==> images/layers.png <==
Drawn at 6 px/um.
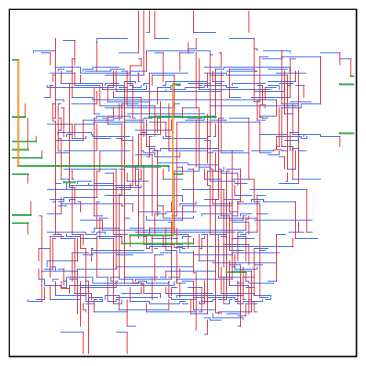
==> images/m3.png <==
Drawn at 4 px/um. Cells faint in the background.
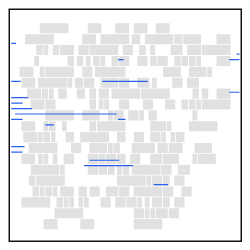
==> images/clock_nets.png <==
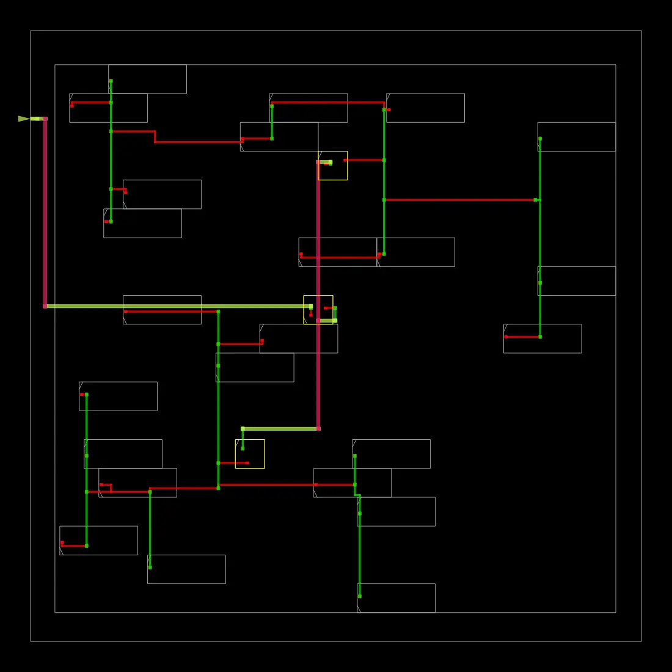
==> images/m2.png <==
Drawn at 4 px/um.
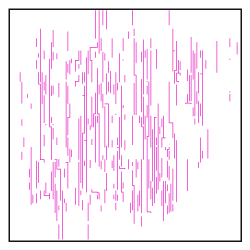
==> config.mk <==
export PLATFORM = sky130hd
export DESIGN_NAME = scan_sequencer
export DESIGN_NICKNAME = d
export VERILOG_FILES = /design/src/rtl/scan_sequencer.sv
export SDC_FILE = /design/constraint.sdc
export NUM_CORES = 1
export LEC_CHECK = 0
export CAP_MARGIN = 20
export CORE_MARGIN = 2
export CORE_UTILIZATION = 45
export CTS_CLUSTER_SIZE = 12
export DETAILED_ROUTE_END_ITERATION = 12
export PLACE_DENSITY_LB_ADDON = 0.1
export SLEW_MARGIN = 15
export SYNTH_ARGS = -nofsm -noshare
export SYNTH_HDL_FRONTEND = slang
export SYNTH_SLANG_ARGS = --single-unit
==> constraint.sdc <==
create_clock -name clk -period 2.1 [get_ports clk]
set_input_delay 0.42 -clock clk [delete_from_list [all_inputs] [get_ports clk]]
set_output_delay 0.42 -clock clk [all_outputs]
set_load 0.02 [all_outputs]
==> run summary <==
Status: finished, final reports clean
Via density per instance: 5.65
Cell chain of the critical path: or4_1 -> or3_4 -> o31ai_4 -> o21ai_1 -> a211oi_2
Gate power share: 27.8%
# Taps: 31
Nets: 208
Power per Cell Area: 596 nW/um2
First-pass GRT wire length: 4840 um
Slowest cell delay on critical path: 540 ps
P_sw: 0.297 mW
Final Util: 59.7%
Multi-input logic cell count: 123
Flop area: 480 um2
GRT Max-Usage Layer: met2
Logic share of the area: 47.1%
Fin Setup TNS: 0 ps
Leak: 0.614 nW
Total power: 0.973 mW
ANT nets after route: 0
Switching share of total power: 30.5%
Cts repair resizes: 0
Setup Fix Bufs, Post-CTS: 0
Final setup viols: 0
Dpl cell area: 1600 um2
Cell count in the Yosys report: 160
Detailed Routing Iterations Pass 1: 4
Clock Skew: 4.78 ps
Non-clk bufs: 35
Fraction of area in registers: 29.4%
Top cell excl fill/tap: dfxtp_1
Vias in the first global route: 1,051
Antenna diode count: 0
Reg2reg path depth: 5
Die height: 57.6 um
Die footprint: 3320 um2
Met1 Usage GRT: 27.3%
1st-iter DRT viols: 39
Mean post-synth cell area: 8.09 um2
Max VDD drop: 0.491 mV
Hold Path Cell Cnt: 2
Reg clk slew, reported paths: 130 ps
CP Class: reg2reg
Yosys stat chip area: 1290 um2
CTS tree: yes
Initial antenna violation count: 0
Flops after synth: 24
Back to the opening pictures, layers.png:
legend:
  orange:
    layer: M4
    wire_length: 42.8 um
  green:
    layer: M3
    wire_length: 90.2 um
  red:
    layer: M2
    wire_length: 1,340 um
  blue:
    layer: M1
    wire_length: 1,510 um
Total Wirelength: 2980 um
gr usage total: 18.8%
Vias: 1,238
Wirelength per Cell: 13.6 um

Back to the opening pictures, m3.png:
main direction: horizontal
nets with wire on the layer: 16
longest straight run: 25.1 um
share of all routed wire: 3.0%
wire length on this layer: 90.2 um
met3 usage: 3.35%

Back to the opening pictures, clock_nets.png:
flop count: 24
Latency at later pin: 320 ps
P_clk: 0.202 mW
Num CTS Buffers: 3
clock sink count: 24

Back to the opening pictures, m2.png:
longest straight run: 33.7 um
share of all routed wire: 45%
met2 Track Usage GR: 27.9%

==> cell families after synthesis <==
kind of cell,Yosys count,synth area share [%]
AND-OR/OR-AND,48,26.2
XOR/XNOR,4,2.71
adder cells (fa/ha/maj),5,4.84
buffers and inverters,13,4.35
flip-flops,24,37.1
multiplexers,2,1.64
AND/OR/NAND/NOR,64,23.1
==> power by group through the flow <==
stage	logic [mW]	registers, mW	clock network (mW)
global placement	0.256	0.509	0
global route	0.296	0.504	0.227
finish	0.270	0.500	0.202
detailed placement	0.260	0.510	0
CTS	0.262	0.499	0.208
floorplan	0.158	0.508	0
==> worst max-delay path: cells and delay by family (launching register included) <==
family,cells,cell delay [ps]
AND-OR/OR-AND,3,550
AND/OR/NAND/NOR,2,990
flip-flops,1,330
==> synth_stat cells, drive strengths merged <==
library cell  number  share of area [%]
nand2             23                6.7
clkbuf             6                1.7
buf                4                1.7
ha                 5                4.8
o311a              1               0.77
nand3              5                1.9
or2                1               0.48
and3               2               0.97
nor4               1               0.48
o21a               3                1.7
nor2              16                4.6
a211oi             6                4.6
xnor2              2                1.4
o21bai             3                1.7
xor2               2                1.4
o211ai             7                4.1
nor3               5                2.3
nor2b              2               0.97
nor3b              1               0.58
o31ai              2                2.2
nand2b             4                1.9
a31oi              1               0.48
a311oi             2                1.4
or3                1               0.48
mux2i              1               0.77
o311ai             1               0.68
dfxtp             24                 37
o21ai              7                2.7
or4                2                1.2
and2               1               0.48
a21oi             15                5.8
inv                3               0.87
mux2               1               0.87
==> metrics by stage <==
stage,setup WS (ps),cells
detailed placement,73.7,216
finish,170,219
floorplan,55.5,160
global placement,103,216
global route,49.0,219
CTS,46.7,219
==> per-layer routing <==
metal  wire length [um]  vias up
li1                   -      632
met5                  0        -
met3                 90        5
met2               1340       22
met1               1510      579
met4                 42        0
No activity file was given, so power comes from the tool's default toggle rates.
